`src/rtl/spi_cfg_master_if.sv`:
```
`default_nettype none
// ============================================================================
// Module   : spi_cfg_master_if
// Brief    : Two-port write-request channel into the SPI config controller.
// Revision : 1.0 - initial release
// ============================================================================
interface spi_cfg_master_if;
    logic       req0_valid;
    logic       req0_ready;
    logic [6:0] req0_addr;
    logic [7:0] req0_data;
    logic       req1_valid;
    logic       req1_ready;
    logic [6:0] req1_addr;
    logic [7:0] req1_data;

    modport master (
        output req0_valid, req0_addr, req0_data,
        output req1_valid, req1_addr, req1_data,
        input  req0_ready, req1_ready
    );

    modport slave (
        input  req0_valid, req0_addr, req0_data,
        input  req1_valid, req1_addr, req1_data,
        output req0_ready, req1_ready
    );
endinterface
`default_nettype wire

```
`src/rtl/spi_cfg_master.sv`:
```
`default_nettype none
// ============================================================================
// Module   : spi_cfg_master
// Brief    : Round-robin arbiter + serializer of 16-bit SPI write frames
//            (1, addr[6:0], data[7:0]) MSB first, slow registered SCLK.
// Revision : 1.0 - initial release
// ============================================================================
module spi_cfg_master #(
    parameter int CLK_DIV    = 4,
    parameter int GAP_CYCLES = 4
) (
    input  logic             clk,
    input  logic             rst,
    spi_cfg_master_if.slave  req_if,
    output logic             sclk,
    output logic             copi,
    output logic             ncs,
    output logic             busy,
    output logic             done,
    output logic             done_id
);

    localparam logic [2:0] c_st_idle     = 3'd0;
    localparam logic [2:0] c_st_setup    = 3'd1;
    localparam logic [2:0] c_st_shift_hi = 3'd2;
    localparam logic [2:0] c_st_shift_lo = 3'd3;
    localparam logic [2:0] c_st_gap      = 3'd4;

    localparam logic [7:0] c_div_last = 8'(CLK_DIV - 1);
    localparam logic [7:0] c_gap_last = 8'(GAP_CYCLES - 1);

    logic [2:0]  r_state,  w_state;
    logic [7:0]  r_cnt,    w_cnt;
    logic [15:0] r_shift,  w_shift;
    logic [3:0]  r_bitcnt, w_bitcnt;
    logic        r_final,  w_final;
    logic        r_last_grant, w_last_grant;
    logic        r_grant_id,   w_grant_id;
    logic        r_sclk,   w_sclk;
    logic        r_copi,   w_copi;
    logic        r_ncs,    w_ncs;
    logic        r_done,   w_done;
    logic        r_done_id, w_done_id;
    logic        w_ready0, w_ready1;
    logic        w_can_accept;
    logic        w_phase_end;

    always_ff @(posedge clk) begin
        if (rst) begin
            r_state      <= c_st_idle;
            r_cnt        <= 8'd0;
            r_shift      <= 16'd0;
            r_bitcnt     <= 4'd0;
            r_final      <= 1'b0;
            r_last_grant <= 1'b1;
            r_grant_id   <= 1'b0;
            r_sclk       <= 1'b0;
            r_copi       <= 1'b0;
            r_ncs        <= 1'b1;
            r_done       <= 1'b0;
            r_done_id    <= 1'b0;
        end else begin
            r_state      <= w_state;
            r_cnt        <= w_cnt;
            r_shift      <= w_shift;
            r_bitcnt     <= w_bitcnt;
            r_final      <= w_final;
            r_last_grant <= w_last_grant;
            r_grant_id   <= w_grant_id;
            r_sclk       <= w_sclk;
            r_copi       <= w_copi;
            r_ncs        <= w_ncs;
            r_done       <= w_done;
            r_done_id    <= w_done_id;
        end
    end

    // Pin values are computed for the state being entered, so every pin is
    // a flop output and changes exactly on the phase boundary.
    always_comb begin
        w_state      = r_state;
        w_cnt        = r_cnt + 8'd1;
        w_shift      = r_shift;
        w_bitcnt     = r_bitcnt;
        w_final      = r_final;
        w_last_grant = r_last_grant;
        w_grant_id   = r_grant_id;
        w_sclk       = r_sclk;
        w_copi       = r_copi;
        w_ncs        = r_ncs;
        w_done       = 1'b0;
        w_done_id    = r_done_id;
        w_ready0     = 1'b0;
        w_ready1     = 1'b0;
        w_can_accept = (r_state == c_st_idle) && !rst;
        w_phase_end  = (r_cnt == c_div_last);

        case (r_state)
            c_st_idle: begin
                w_cnt    = 8'd0;
                w_ready0 = w_can_accept && req_if.req0_valid &&
                           (!req_if.req1_valid || r_last_grant);
                w_ready1 = w_can_accept && req_if.req1_valid &&
                           (!req_if.req0_valid || !r_last_grant);
                if (w_ready0) begin
                    w_shift      = {1'b1, req_if.req0_addr, req_if.req0_data};
                    w_last_grant = 1'b0;
                    w_grant_id   = 1'b0;
                end else if (w_ready1) begin
                    w_shift      = {1'b1, req_if.req1_addr, req_if.req1_data};
                    w_last_grant = 1'b1;
                    w_grant_id   = 1'b1;
                end
                if (w_ready0 || w_ready1) begin
                    w_bitcnt = 4'd15;
                    w_final  = 1'b0;
                    w_state  = c_st_setup;
                    w_ncs    = 1'b0;
                    w_sclk   = 1'b0;
                    w_copi   = w_shift[15];
                end
            end
            c_st_setup: begin
                if (w_phase_end) begin
                    w_cnt   = 8'd0;
                    w_state = c_st_shift_hi;
                    w_sclk  = 1'b1;
                end
            end
            c_st_shift_hi: begin
                if (w_phase_end) begin
                    w_cnt   = 8'd0;
                    w_state = c_st_shift_lo;
                    w_sclk  = 1'b0;
                    if (r_bitcnt != 4'd0) begin
                        w_shift  = r_shift << 1;
                        w_bitcnt = r_bitcnt - 4'd1;
                        w_copi   = r_shift[14];
                    end else begin
                        w_final  = 1'b1;
                    end
                end
            end
            c_st_shift_lo: begin
                if (w_phase_end) begin
                    w_cnt = 8'd0;
                    if (r_final) begin
                        w_state   = c_st_gap;
                        w_ncs     = 1'b1;
                        w_copi    = 1'b0;
                        w_done    = 1'b1;
                        w_done_id = r_grant_id;
                    end else begin
                        w_state = c_st_shift_hi;
                        w_sclk  = 1'b1;
                    end
                end
            end
            c_st_gap: begin
                if (r_cnt == c_gap_last) begin
                    w_cnt   = 8'd0;
                    w_state = c_st_idle;
                end
            end
            default: begin
                w_cnt   = 8'd0;
                w_state = c_st_idle;
            end
        endcase
    end

    assign req_if.req0_ready = w_ready0;
    assign req_if.req1_ready = w_ready1;
    assign sclk    = r_sclk;
    assign copi    = r_copi;
    assign ncs     = r_ncs;
    assign busy    = (r_state != c_st_idle);
    assign done    = r_done;
    assign done_id = r_done_id;

endmodule
`default_nettype wire

```
`src/flat_wrapper.sv`:
```
// flat-port wrapper written by rule: the top's interface ports become plain ports
module spi_cfg_master_flat 
#(
    parameter int CLK_DIV    = 4,
    parameter int GAP_CYCLES = 4
)
  (clk, rst, sclk, copi, ncs, busy, done, done_id, req_if_req0_valid, req_if_req0_addr, req_if_req0_data, req_if_req1_valid, req_if_req1_addr, req_if_req1_data, req_if_req0_ready, req_if_req1_ready);
  spi_cfg_master_if req_if_i ();
  input  logic clk;
  input  logic rst;
  output logic sclk;
  output logic copi;
  output logic ncs;
  output logic busy;
  output logic done;
  output logic done_id;
  input wire logic [$bits(req_if_i.req0_valid)-1:0] req_if_req0_valid;
  input wire logic [$bits(req_if_i.req0_addr)-1:0] req_if_req0_addr;
  input wire logic [$bits(req_if_i.req0_data)-1:0] req_if_req0_data;
  input wire logic [$bits(req_if_i.req1_valid)-1:0] req_if_req1_valid;
  input wire logic [$bits(req_if_i.req1_addr)-1:0] req_if_req1_addr;
  input wire logic [$bits(req_if_i.req1_data)-1:0] req_if_req1_data;
  output wire logic [$bits(req_if_i.req0_ready)-1:0] req_if_req0_ready;
  output wire logic [$bits(req_if_i.req1_ready)-1:0] req_if_req1_ready;
  assign req_if_i.req0_valid = req_if_req0_valid;
  assign req_if_i.req0_addr = req_if_req0_addr;
  assign req_if_i.req0_data = req_if_req0_data;
  assign req_if_i.req1_valid = req_if_req1_valid;
  assign req_if_i.req1_addr = req_if_req1_addr;
  assign req_if_i.req1_data = req_if_req1_data;
  assign req_if_req0_ready = req_if_i.req0_ready;
  assign req_if_req1_ready = req_if_i.req1_ready;
  spi_cfg_master #(.CLK_DIV(CLK_DIV), .GAP_CYCLES(GAP_CYCLES)) u_core (.clk(clk), .rst(rst), .req_if(req_if_i), .sclk(sclk), .copi(copi), .ncs(ncs), .busy(busy), .done(done), .done_id(done_id));
endmodule
```
`config.mk`:
```
export PLATFORM = sky130hd
export DESIGN_NAME = spi_cfg_master_flat
export DESIGN_NICKNAME = d
export VERILOG_FILES = /design/src/rtl/spi_cfg_master_if.sv /design/src/rtl/spi_cfg_master.sv /design/src/flat_wrapper.sv
export SDC_FILE = /design/constraint.sdc
export NUM_CORES = 1
export LEC_CHECK = 0
export CELL_PAD_IN_SITES_DETAIL_PLACEMENT = 1
export CELL_PAD_IN_SITES_GLOBAL_PLACEMENT = 2
export CORE_MARGIN = 3
export CORE_UTILIZATION = 28
export CTS_CLUSTER_DIAMETER = 80
export DETAILED_ROUTE_END_ITERATION = 8
export PLACE_DENSITY = 0.82
export SYNTH_ARGS = -nofsm -noshare
export SYNTH_HDL_FRONTEND = slang
export SYNTH_SLANG_ARGS = --single-unit
```
`constraint.sdc`:
```
create_clock -name clk -period 1.8 [get_ports clk]
set_input_delay 0.36 -clock clk [delete_from_list [all_inputs] [get_ports clk]]
set_output_delay 0.36 -clock clk [all_outputs]
set_load 0.01 [all_outputs]
```
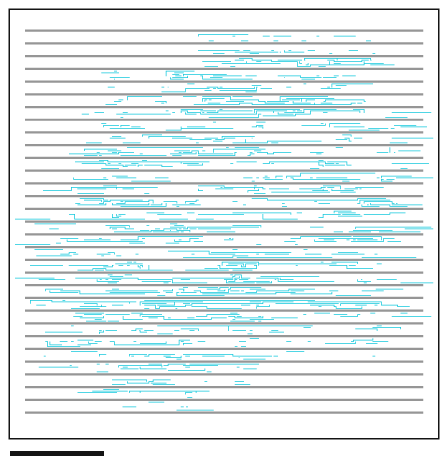
*The metal 1 layer, run 1*
Bar = 20 um. Supply wires on this layer in grey.
nets with wire on the layer	304
longest straight run	36.3 um
via count: 2053
total wire length after detailed routing: 6.55 mm
GR met1 Demand/Resource: 20.0%

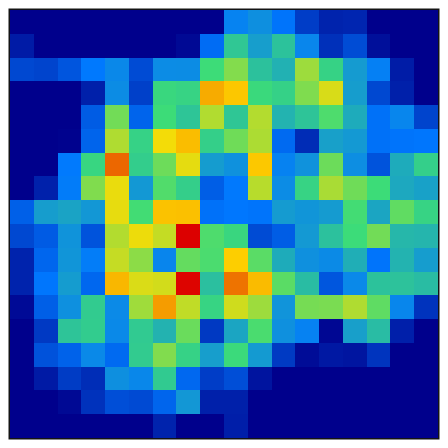
*Routed metal per tile, run 1*
18 x 18 tiles, from dark blue (low) to red (high), scaled to the fullest tile. Values are wire area over tile area, all layers added.
densest ninth of the die	middle
mean over tiles	0.12
tiles over half the peak	20%
nearly empty tiles	24%
fullest tile	0.42
WL/cell: 16.8 um
global-route usage over all layers: 15.7%

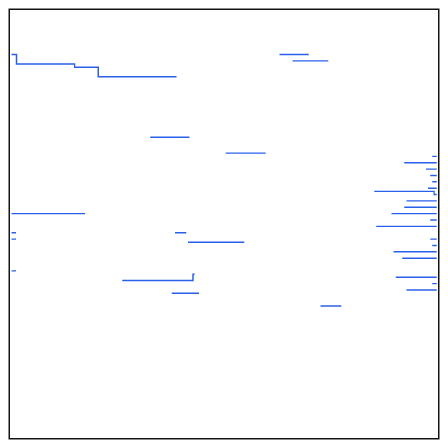
*Metal 3, run 1*
longest straight run	16.6 um
main direction	horizontal
share of all routed wire	3.4%
met3 track utilization from global routing: 3.07%

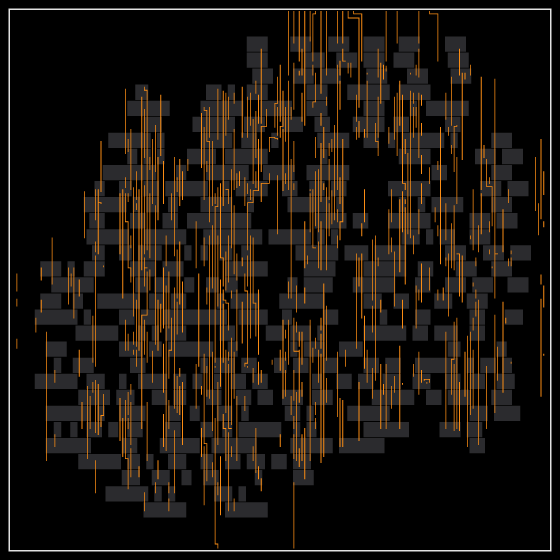
*M2 wires, run 1*
Cells faint in the background.
main direction	vertical
longest straight run	37.1 um
routing usage on met2: 27.1%

==> flow_summary.html, run 1 <==
<h3>Run summary</h3>
<table>
<tr><th>Metric</th><th>Value</th></tr>
<tr><th colspan="2">Hold path</th></tr>
<tr><td>Number of cells traversed by the worst hold path</td><td>2</td></tr>
<tr><th colspan="2">GRT</th></tr>
<tr><td>Antenna violations before repair</td><td>0</td></tr>
<tr><td>Global route overflow</td><td>0</td></tr>
<tr><th colspan="2">Power and ir drop</th></tr>
<tr><td>Power dissipated by switching net loads</td><td>between 0.5 and 0.6 mW</td></tr>
<tr><td>Relative contribution of sequential cells to total power</td><td>between 40% and 50%</td></tr>
<tr><td>Combinational group share of total power</td><td>about a fifth</td></tr>
<tr><th colspan="2">Placement</th></tr>
<tr><td>Tally of buffers added on design ports</td><td>between 40 and 50</td></tr>
<tr><td>Placed inst area</td><td>2800 um^2</td></tr>
<tr><th colspan="2">Critical path</th></tr>
<tr><td>Number of buffers and inverters on the critical path</td><td>1</td></tr>
<tr><th colspan="2">Clock tree</th></tr>
<tr><td>Resized Gates After CTS</td><td>13</td></tr>
<tr><td>H-Tree Level Count</td><td>2</td></tr>
<tr><td>Count of buffers added by post-CTS timing repair for setup</td><td>5</td></tr>
<tr><td>Clock tree root buffer cell</td><td>clkbuf_8</td></tr>
<tr><th colspan="2">Synthesis</th></tr>
<tr><td>Post-synthesis mux area share</td><td>less than 1%</td></tr>
<tr><td>Parity-gate share of the synthesized area counting xor and xnor cells</td><td>between 2 and 3%</td></tr>
<tr><td>Commonest cells in the netlist</td><td>39 x dfxtp_1, 29 x nor2_1, 14 x a22oi_1, 14 x a32o_1, 9 x a221oi_2</td></tr>
<tr><td>Leading cell types by total area after synthesis</td><td>dfxtp_1 38%, a32o_1 6.9%, a221oi_2 6.6%, nor2_1 5.3%, a22oi_1 5.1%</td></tr>
<tr><th colspan="2">Layout</th></tr>
<tr><td>Number of nets in the layout</td><td>328</td></tr>
<tr><td>Total area of sequential cells</td><td>roughly 800 um^2</td></tr>
<tr><td>Most numerous logic cells after layout</td><td>41 x buf_4, 35 x clkdlybuf4s50_1, 34 x dfxtp_1</td></tr>
<tr><td>Num sequential</td><td>39</td></tr>
<tr><td>Final instance area</td><td>approximately 3000 um^2</td></tr>
<tr><td>Number of non-clock buffers in the layout</td><td>86</td></tr>
<tr><td>Leading cell category by total area</td><td>logic gates</td></tr>
<tr><td>Most common logic cell in the routed design</td><td>buf_4</td></tr>
<tr><th colspan="2">Run status</th></tr>
<tr><td>Result of the run</td><td>complete, no violations</td></tr>
<tr><th colspan="2">Die</th></tr>
<tr><td>Placeable core area</td><td>about 7000 um^2</td></tr>
<tr><th colspan="2">Routing</th></tr>
<tr><td>Wire length on met3</td><td>between 200 and 250 um</td></tr>
</table>
## Run 2: what changed since run 1
Settings changed: CELL_PAD_IN_SITES_DETAIL_PLACEMENT 1 to 0, SLEW_MARGIN set to 20.
==> run 2 against run 1 <==
Against the previous run: design area is 0.69% higher; critical endpoint is now req_if_req1_ready; clock power is 17% lower; critical path type is now reg2out; first-iteration DRC count is 56% higher.
==> flow_summary.html, run 2 <==
<h3>Run summary</h3>
<table>
<tr><th>Metric</th><th>Value</th></tr>
<tr><th colspan="2">Synthesis</th></tr>
<tr><td>Parity-gate share of the synthesized area counting xor and xnor cells</td><td>about 2.6%</td></tr>
<tr><td>Leading cell types by total area after synthesis</td><td>dfxtp_1 38%, a32o_1 6.9%, a221oi_2 6.6%, nor2_1 5.3%, a22oi_1 5.1%</td></tr>
<tr><td>Post-synthesis mux area share</td><td>less than 1%</td></tr>
<tr><td>Commonest cells in the netlist</td><td>39 x dfxtp_1, 29 x nor2_1, 14 x a22oi_1, 14 x a32o_1, 9 x a221oi_2</td></tr>
<tr><th colspan="2">Layout</th></tr>
<tr><td>Num sequential</td><td>39</td></tr>
<tr><td>Most common logic cell in the routed design</td><td>buf_4</td></tr>
<tr><td>Number of nets in the layout</td><td>around 330</td></tr>
<tr><td>Total area of sequential cells</td><td>between 700 and 800 um^2</td></tr>
<tr><th colspan="2">GRT</th></tr>
<tr><td>Global route overflow</td><td>0</td></tr>
<tr><td>GR met1 Demand/Resource</td><td>between 10% and 20%</td></tr>
<tr><td>Global-route usage over all layers</td><td>13.7%</td></tr>
<tr><th colspan="2">Power and ir drop</th></tr>
<tr><td>Power dissipated by switching net loads</td><td>approximately 0.53 mW</td></tr>
<tr><td>Relative contribution of sequential cells to total power</td><td>~45%</td></tr>
<tr><td>Combinational group share of total power</td><td>20.2%</td></tr>
<tr><th colspan="2">Clock tree</th></tr>
<tr><td>H-Tree Level Count</td><td>2</td></tr>
<tr><th colspan="2">Hold path</th></tr>
<tr><td>Number of cells traversed by the worst hold path</td><td>2</td></tr>
<tr><th colspan="2">Critical path</th></tr>
<tr><td>Number of buffers and inverters on the critical path</td><td>1</td></tr>
<tr><th colspan="2">Placement</th></tr>
<tr><td>Placed inst area</td><td>2800 um^2</td></tr>
<tr><th colspan="2">Die</th></tr>
<tr><td>Placeable core area</td><td>roughly 7000 um^2</td></tr>
<tr><th colspan="2">Routing</th></tr>
<tr><td>Wire length on met3</td><td>302 um</td></tr>
<tr><th colspan="2">Run status</th></tr>
<tr><td>Result of the run</td><td>complete, no violations</td></tr>
</table>
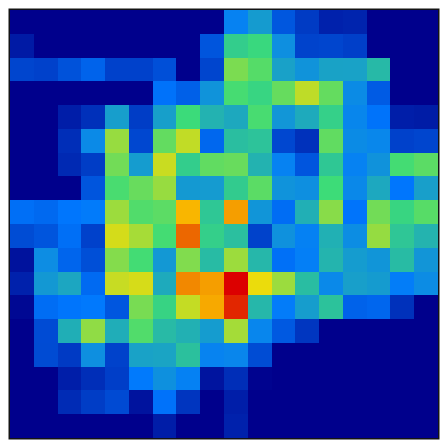
*Routed metal per tile, run 2*
18 x 18 tiles, from dark blue (low) to red (high), scaled to the fullest tile. Values are wire area over tile area, all layers added.
emptiest ninth of the die	bottom right
fullest tile	0.43
densest ninth of the die	middle
nearly empty tiles	29%
mean over tiles	0.11
tiles over half the peak	16%
total wire length after detailed routing: 5.66 mm
WL/cell: 14.7 um

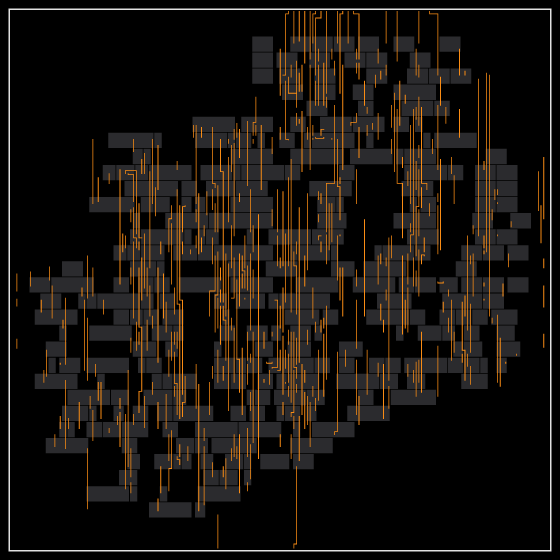
*M2 wires, run 2*
Cells faint in the background.
main direction	vertical
nets with wire on the layer	277
wire length on this layer	2520 um
share of all routed wire	45%
longest straight run	41.3 um
via count: 1965
routing usage on met2: 20.9%

Power is estimated from default activity; no workload was simulated.
